File: src/rtl/alu_nibble_sequencer.sv
// ---------------------------------------------------------------------------
// alu_nibble_sequencer
//   Runs a 4*NIBBLES-bit operation through an external combinational 4-bit
//   ALU (alu_4bit), one nibble per clock, LSB nibble first. The carry out of
//   each nibble is chained into the carry in of the next one.
//
// Ports
//   clk, rst_n            : clock (rising edge), async active-low reset
//   in_valid/in_ready     : command handshake
//   in_a, in_b            : W-bit operands
//   in_op                 : ALU op code, forwarded to alu_s_op
//   in_cin                : carry into nibble 0
//   alu_a/alu_b/alu_cin   : nibble operands and carry driven to the ALU
//   alu_s_op              : op code driven to the ALU
//   alu_z/alu_cout        : ALU nibble result and carry out
//   res_valid/res_ready   : result handshake
//   res, res_cout         : assembled result and carry out of the last nibble
//   busy                  : high while an operation is running or waiting
//                           for its result to be taken
// ---------------------------------------------------------------------------
module alu_nibble_sequencer #(
   parameter  int NIBBLES = 4,
   localparam int W       = 4*NIBBLES,
   localparam int CW      = (NIBBLES > 1) ? $clog2(NIBBLES) : 1
) (
   input  logic         clk,
   input  logic         rst_n,
   input  logic         in_valid,
   output logic         in_ready,
   input  logic [W-1:0] in_a,
   input  logic [W-1:0] in_b,
   input  logic [1:0]   in_op,
   input  logic         in_cin,
   output logic [3:0]   alu_a,
   output logic [3:0]   alu_b,
   output logic         alu_cin,
   output logic [1:0]   alu_s_op,
   input  logic [3:0]   alu_z,
   input  logic         alu_cout,
   output logic         res_valid,
   input  logic         res_ready,
   output logic [W-1:0] res,
   output logic         res_cout,
   output logic         busy
);

   typedef enum logic [1:0] {S_IDLE, S_RUN, S_DONE} state_t;

   state_t          r_state;
   logic [CW-1:0]   r_cnt;
   logic [W-1:0]    r_a;
   logic [W-1:0]    r_b;
   logic [1:0]      r_op;
   logic            r_carry;
   logic [W-1:0]    r_res;
   logic            r_res_cout;
   logic            r_in_ready;
   logic            r_res_valid;
   logic            r_busy;

   logic            w_run;
   logic            w_last;
   logic [W-1:0]    w_a_sh;
   logic [W-1:0]    w_b_sh;

   assign w_run  = (r_state == S_RUN);
   assign w_last = (r_cnt == CW'(NIBBLES-1));

   // Current nibble brought down to bit 0 by shifting 4*cnt.
   assign w_a_sh = r_a >> {r_cnt, 2'b00};
   assign w_b_sh = r_b >> {r_cnt, 2'b00};

   // ALU operands are only driven while running; op code is always visible.
   assign alu_a    = w_run ? w_a_sh[3:0] : 4'h0;
   assign alu_b    = w_run ? w_b_sh[3:0] : 4'h0;
   assign alu_cin  = w_run ? r_carry     : 1'b0;
   assign alu_s_op = r_op;

   assign in_ready  = r_in_ready;
   assign res_valid = r_res_valid;
   assign res       = r_res;
   assign res_cout  = r_res_cout;
   assign busy      = r_busy;

   always_ff @(posedge clk or negedge rst_n) begin
      if (!rst_n) begin
         r_state     <= S_IDLE;
         r_cnt       <= '0;
         r_a         <= '0;
         r_b         <= '0;
         r_op        <= 2'b00;
         r_carry     <= 1'b0;
         r_res       <= '0;
         r_res_cout  <= 1'b0;
         r_in_ready  <= 1'b1;
         r_res_valid <= 1'b0;
         r_busy      <= 1'b0;
      end else begin
         case (r_state)
            S_IDLE: begin
               if (in_valid && r_in_ready) begin
                  r_a        <= in_a;
                  r_b        <= in_b;
                  r_op       <= in_op;
                  r_carry    <= in_cin;
                  r_cnt      <= '0;
                  r_in_ready <= 1'b0;
                  r_busy     <= 1'b1;
                  r_state    <= S_RUN;
               end
            end
            S_RUN: begin
               for (int i = 0; i < NIBBLES; i++) begin
                  if (r_cnt == CW'(i)) r_res[4*i +: 4] <= alu_z;
               end
               r_carry <= alu_cout;
               // Counter parks on the last nibble; it is cleared on accept.
               if (w_last) begin
                  r_res_cout  <= alu_cout;
                  r_res_valid <= 1'b1;
                  r_state     <= S_DONE;
               end else begin
                  r_cnt <= r_cnt + 1'b1;
               end
            end
            S_DONE: begin
               // Ready only returns the cycle after the result is taken,
               // so a command is never accepted in the handshake cycle.
               if (res_ready) begin
                  r_res_valid <= 1'b0;
                  r_in_ready  <= 1'b1;
                  r_busy      <= 1'b0;
                  r_state     <= S_IDLE;
               end
            end
            default: r_state <= S_IDLE;
         endcase
      end
   end

endmodule
File: config.mk
export PLATFORM = sky130hd
export DESIGN_NAME = alu_nibble_sequencer
export DESIGN_NICKNAME = d
export VERILOG_FILES = /design/src/rtl/alu_nibble_sequencer.sv
export SDC_FILE = /design/constraint.sdc
export NUM_CORES = 1
export LEC_CHECK = 0
export ABC_CLOCK_PERIOD_IN_PS = 5600
export CAP_MARGIN = 20
export CORE_MARGIN = 3
export CORE_UTILIZATION = 50
export CTS_BUF_LIST = sky130_fd_sc_hd__clkbuf_8 sky130_fd_sc_hd__clkbuf_16
export DETAILED_ROUTE_END_ITERATION = 7
export GPL_ROUTABILITY_DRIVEN = 0
export PLACE_DENSITY = 0.88
export SYNTH_ARGS = -nofsm -noshare
export SYNTH_HDL_FRONTEND = slang
export SYNTH_SLANG_ARGS = --single-unit
File: constraint.sdc
create_clock -name clk -period 5.6 [get_ports clk]
set_clock_uncertainty 0.15 [all_clocks]
set_input_delay 1.12 -clock clk [delete_from_list [all_inputs] [get_ports clk]]
set_output_delay 1.12 -clock clk [all_outputs]
set_load 0.02 [all_outputs]
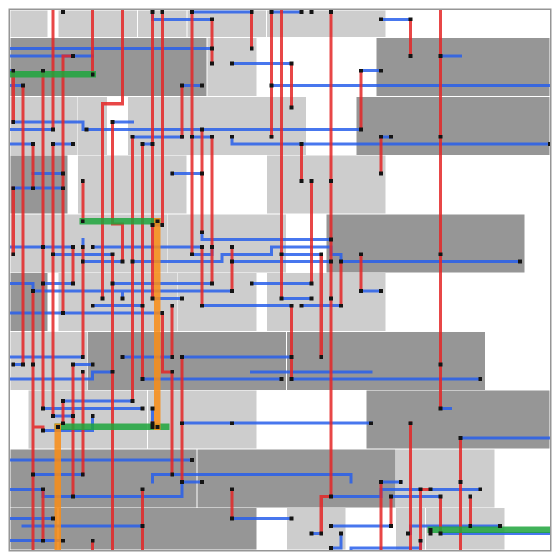
*Close-up of the layout, run 1*
Region (47, 47) to (72, 72) µm. Cells in gray, sequential cells in the stronger gray; small squares are vias.
| layer | color |
|---|---|
| met1 | blue |
| met2 | red |
| met3 | green |
| met4 | orange |
sequential cells in the window: 10
netlist names of flops here include: `r_a` (7)
most frequent: dfrtp_1 (9), mux2_4 (6), clkdlybuf4s50_1 (3)
cells with their middle in the window: 28

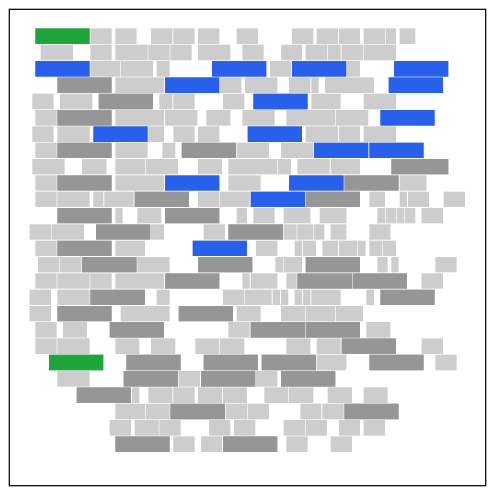
*Where the registers sit, run 1*
Scale: 6 px per µm. Other sequential cells in the stronger gray, the rest of the logic in the fainter gray.
| netlist name | color | placed flops |
|---|---|---|
| `alu_s_op` | green | 2 |
| `r_a` | blue | 16 |
not colored: 41

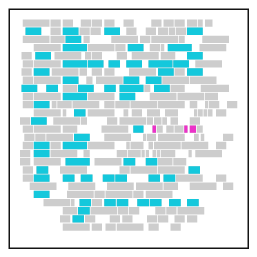
*Selected gate families, run 1*
Scale: 3 px per µm.
| family | color | cells |
|---|---|---|
| NOR gates | magenta | 3 |
| multiplexers | cyan | 60 |

==> results.sh, run 1 <==
# implementation run metrics
export IMPL_path_clk_slew_ns=0.06
export IMPL_ant_nets=0
export IMPL_syn_nets=217
export IMPL_synthTopCellsByArea="dfrtp_1 54%, mux2_4 16%, mux2_1 9.7%"
export IMPL_numCtsBuffers=9
export IMPL_crit_path_end_kind="output pin"
export IMPL_p_seq_uw=774
export IMPL_maxSlewViolCount=0
export IMPL_die_area_mm2=0.00627
export IMPL_finalSetupTns_ns=0
export IMPL_grt_pass1_vias=1780
export IMPL_synth_async_reset_ratio_pct=100
export IMPL_pg_clk_uw=334
export IMPL_clock_latency_late_pin_ns=0.33
export IMPL_yosysCellCount=168
export IMPL_cts_root_buf="clkbuf_8"
export IMPL_hp_class="reg -> reg"
export IMPL_cts_tree="built"
export IMPL_wl_met3_um=196
export IMPL_lay_top_cells="73 x clkdlybuf4s50_1, 58 x dfrtp_1, 28 x mux2_4, 23 x mux2_1, 11 x clkbuf_8"
export IMPL_drive_gt1_share_pct=21.3
export IMPL_status="complete, no violations"
export IMPL_min_period_ns=3.71
export IMPL_p_switching_uw=570
export IMPL_edf_count=0
export IMPL_die_w_um=79.2
export IMPL_ys_seq_share_pct=55.2
export IMPL_grt_setup_unrepaired="false"
export IMPL_finalSetupViolCount=0
export IMPL_clockBufferDepth=2
export IMPL_vias=1636
export IMPL_power_group_top="sequential cells"
export IMPL_top_area_cell="dfrtp_1"
export IMPL_grtUsageMet3_pct=3.29
export IMPL_viasPerCell=5.07
export IMPL_synth_area_per_cell_um2=15.9
-- run 1: per-stage QoR --
stage	total power [µW]	utilization, %	cell area, µm²	cells	hold WS (ns)
after floorplan	1210	-	2680	168	0.303
after global placement	1480	67.3	3460	307	0.317
after detailed placement	1510	67.3	3460	307	0.326
after CTS	1850	70.6	3630	323	0.340
after global routing	1940	70.6	3630	323	0.357
final	1830	70.6	3630	323	0.333
-- run 1: cell families after synthesis --
kind of cell	share of synthesized area, %
multiplexers	32.5
AND/OR/NAND/NOR	4.86
buffers and inverters	2.71
flip-flops	55.2
adder cells (fa/ha/maj)	2.34
AND-OR/OR-AND	2.38
-- run 1: worst max-delay path, cell delays in order (launching register included) --
cell and delay [ns]:
dfrtp_1 0.81, mux4_2 0.58, and2_1 0.18, clkdlybuf4s50_1 0.53
-- run 1: synthesized netlist by cell type (all sizes together), types with 2 or more instances --
master  count
o21ai       4
mux4        8
nand2       7
and2        9
mux2       51
inv         4
buf         5
ha          5
nor2        2
clkbuf      2
dfrtp      58
-- run 1: layout make-up --
class	count	area (µm²)	share of cell area [%]
Timing Repair Buffer	76	751	20.7
Clock inverter	5	21.3	0.586
Tap cell	70	87.6	2.41
Multi-Input combinational cell	98	1130	31.0
Sequential cell	59	1480	40.7
Inverter	4	15.0	0.414
Clock buffer	11	151	4.17
-- run 1: final timing paths --
path	to	from	depth (start not counted)	slack, ns
max	alu_b[1]	r_cnt[0]	3	1.89
min	r_b[2]	r_b[2]	1	0.33
max reg2reg	r_b[1]	in_ready	3	3.28
min reg2reg	r_b[2]	r_b[2]	1	0.33
max in group asynchronous	r_b[7]	rst_n	2	4.04
min in group asynchronous	r_a[2]	rst_n	2	0.77
### The metal 1 layer, run 1

Scale: 3 px per µm.
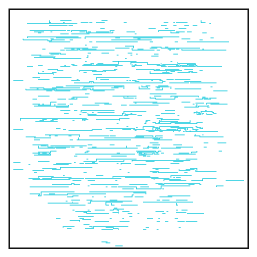

==> run 2, diff against run 1 <==
- ABC_CLOCK_PERIOD_IN_PS: 5600 -> 3550
- CORE_UTILIZATION: 50 -> 48
- PLACE_DENSITY: 0.88 -> 0.85
- clock period: 5.6 -> 3.55 ns (I/O delays scaled with it)
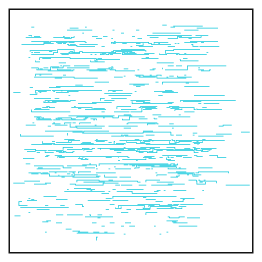
*The metal 1 layer, run 2*
Scale: 3 px per µm.
wire length on this layer: 2,340 µm
longest straight run: 23.5 µm
main direction: horizontal
nets with wire on the layer: 257

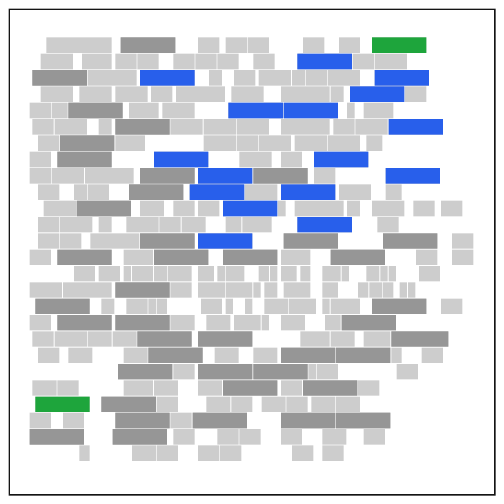
*Where the registers sit, run 2*
Scale: 6 px per µm. Other sequential cells in the stronger gray, the rest of the logic in the fainter gray.
| netlist name | color | placed flops |
|---|---|---|
| `r_a` | blue | 16 |
| `alu_s_op` | green | 2 |

==> results.sh, run 2 <==
# implementation run metrics
export IMPL_finalSetupViolCount=0
export IMPL_maxSlewViolCount=0
export IMPL_crit_path_end_kind="output pin"
export IMPL_ys_seq_share_pct=55.2
export IMPL_cp_startpoint="r_cnt[0]"
export IMPL_worst_pin_slew_ns=0.683
export IMPL_cts_tree="built"
export IMPL_path_max_fanout=13
export IMPL_finalSetupTns_ns=0
export IMPL_clock_latency_late_pin_ns=0.33
export IMPL_drive_gt1_share_pct=21.6
export IMPL_syn_nets=217
export IMPL_path_clk_slew_ns=0.07
export IMPL_r2r_setup_slack_ns=1.45
export IMPL_endpoint="alu_a[1]"
export IMPL_final_comb_area_mm2=0.00113
export IMPL_hp_class="in -> async"
export IMPL_p_seq_uw=1220
export IMPL_power_group_top="sequential cells"
export IMPL_cts_root_buf="clkbuf_8"
export IMPL_regToRegStartpoint="in_ready"
export IMPL_vias=1624
export IMPL_min_period_ns=3.28
export IMPL_top_area_cell="dfrtp_1"
export IMPL_pg_clk_uw=579
export IMPL_grt_setup_unrepaired="false"
export IMPL_edf_count=0
export IMPL_numCtsBuffers=9
export IMPL_p_switching_uw=904
export IMPL_synth_async_reset_ratio_pct=100
export IMPL_status="complete, no violations"
export IMPL_die_w_um=80.7
export IMPL_yosysCellCount=168
export IMPL_swShare_pct=30.7
export IMPL_cts_resized=0
export IMPL_cp_start_kind="flip-flop"
export IMPL_ant_nets=0
export IMPL_synth_area_per_cell_um2=15.9
export IMPL_reg2reg_to="r_a[11]"
export IMPL_reg2regPathDepth=3
export IMPL_synthTopCellsByCount="58 x dfrtp_1, 28 x mux2_4, 23 x mux2_1"
export IMPL_die_area_mm2=0.00651
export IMPL_regArea_mm2=0.00148
run 2: cell counts after synthesis:
Identical to the previous run, type by type.
run 2: cells by family (layout without fill, tap and decap cells):
group,count (synthesis),count (layout),share of synthesized area [%]
and+or+nand+nor,23,23,4.86
adders and majority gates,5,5,2.34
muxes,60,60,32.5
AOI/OAI and AO/OA,10,10,2.38
buffers and inverters,11,98,2.71
DFF,59,59,55.2
run 2: cell type report:
cell class	instances	area share (%)
flip-flops and latches	59	40.4
clock buffers	10	3.76
clock inverters	6	1.37
well taps	70	2.39
inverters	4	0.410
multi-input cells	98	30.8
repair buffers	78	20.9
run 2: metrics by stage:
step	setup slack, ns	utilization, %	cells	total power, µW	area, µm²
final	0.274	69.9	325	2940	3660
after global routing	0.122	69.9	325	3120	3660
after floorplan	1.31	-	168	1910	2680
after detailed placement	0.599	66.3	309	2380	3470
after global placement	0.632	66.3	309	2330	3470
after CTS	0.227	69.9	325	2980	3660
run 2: how the worst min path moves through the flow:
stage	depth (start not counted)	from	endpoint
2_1_floorplan	0	rst_n	alu_s_op[0]
5_1_grt	1	rst_n	r_b[12]
3_5_place_dp	1	r_b[1]	r_b[1]
6_report	1	rst_n	r_b[13]
4_1_cts	1	rst_n	r_b[4]
3_3_place_gp	1	busy	busy
run 2: metal layers:
layer / up-vias / track usage, % / wire length, µm
met5: - / 0 / 0
met2: 47 / 30.7 / 2760
met1: 808 / 23.6 / 2340
met3: 8 / 6.95 / 400
li1: 761 / - / -
met4: 0 / 9.63 / 91
run 2: worst max-delay path, stage by stage, from the launching register on:
cell and delay (ns):
dfrtp_1 0.78, mux4_2 0.58, and2_1 0.17, clkdlybuf4s50_1 0.55
==> run 3, diff against run 2 <==
- SLEW_MARGIN: unset -> 30
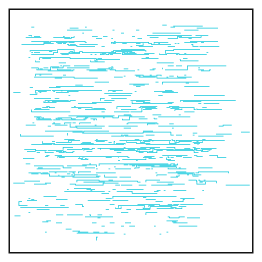
*The metal 1 layer, run 3*
Scale: 3 px per µm.
main direction: horizontal
longest straight run: 23.5 µm
wire length on this layer: 2,340 µm
share of all routed wire: 42%
nets with wire on the layer: 257

==> results.sh, run 3 <==
# implementation run metrics
export IMPL_edf_count=0
export IMPL_path_max_fanout=13
export IMPL_die_area_mm2=0.00651
export IMPL_clock_latency_late_pin_ns=0.33
export IMPL_r2r_setup_slack_ns=1.45
export IMPL_wl_met3_um=400
export IMPL_die_w_um=80.7
export IMPL_cp_start_kind="flip-flop"
export IMPL_regToRegStartpoint="in_ready"
export IMPL_grtUsageMet3_pct=6.95
export IMPL_top_area_cell="dfrtp_1"
export IMPL_cts_root_buf="clkbuf_8"
export IMPL_finalSetupViolCount=0
export IMPL_top_usage_layer="met2"
export IMPL_min_period_ns=3.28
export IMPL_status="complete, no violations"
export IMPL_setup_ws_ns=0.274
export IMPL_ys_seq_share_pct=55.2
export IMPL_yosysCellCount=168
export IMPL_swShare_pct=30.7
export IMPL_synthTopCellsByCount="58 x dfrtp_1, 28 x mux2_4, 23 x mux2_1"
export IMPL_wl_met2_um=2760
export IMPL_grtUsageMet1_pct=23.6
export IMPL_m1WireLength_um=2340
export IMPL_synth_async_reset_ratio_pct=100
export IMPL_vias=1624
export IMPL_drive_gt1_share_pct=21.6
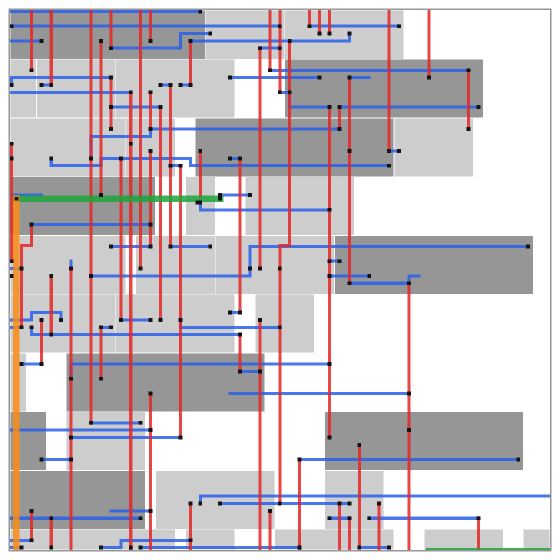
*Close-up of the layout, run 3*
Region (48, 48) to (73, 73) µm. Cells in gray, sequential cells in the stronger gray; small squares are vias.
| layer | color |
|---|---|
| met2 | red |
| met4 | orange |
| met3 | green |
| met1 | blue |
sequential cells in the window: 8
most frequent: dfrtp_1 (8), mux2_4 (6), clkdlybuf4s50_1 (5)
netlist names of flops here include: `r_a` (8)
cells with their middle in the window: 27

run 3: power by group through the flow:
stage	Combinational, µW	Sequential (µW)	Clock, µW
floorplan	629	1280	0
global placement	1110	1220	0
detailed placement	1150	1230	0
CTS	1160	1230	595
global route	1220	1270	628
finish	1140	1220	579
run 3: cells by family after synthesis:
| kind of cell | after synthesis | share of synthesized area, % |
|---|---|---|
| AOI/OAI and AO/OA | 10 | 2.38 |
| DFF | 59 | 55.2 |
| buffers and inverters | 11 | 2.71 |
| adders and majority gates | 5 | 2.34 |
| muxes | 60 | 32.5 |
| and+or+nand+nor | 23 | 4.86 |
run 3: stage by stage:
step	instances	utilization (%)	power, µW	area [µm²]	hold WS, ns
floorplan	168	-	1910	2680	0.264
global placement	309	66.3	2330	3470	0.315
detailed placement	309	66.3	2380	3470	0.326
CTS	325	69.9	2980	3660	0.185
global route	325	69.9	3120	3660	0.209
finish	325	69.9	2940	3660	0.187
run 3: worst max path at each step:
stage,from,to,slack (ns),depth (start not counted)
6_report,r_cnt[0],alu_a[1],0.27,3
5_1_grt,r_cnt[0],alu_a[1],0.12,3
4_1_cts,r_cnt[0],alu_a[1],0.23,3
3_5_place_dp,r_cnt[0],alu_a[1],0.60,3
3_3_place_gp,r_cnt[0],alu_b[2],0.63,3
2_1_floorplan,r_cnt[0],alu_a[0],1.31,3
run 3: area by class of cell:
cell class | count | area [µm²]
clock buffers | 10 | 138
inverters | 4 | 15.0
flip-flops and latches | 59 | 1480
fillers | 357 | 1580
multi-input cells | 98 | 1130
well taps | 70 | 87.6
clock inverters | 6 | 50.0
repair buffers | 78 | 766
run 3: critical path: stages, from the launching register on:
cell and delay, ns:
dfrtp_1 0.78, mux4_2 0.58, and2_1 0.17, clkdlybuf4s50_1 0.55
No activity file was given, so power comes from the tool's default toggle rates.
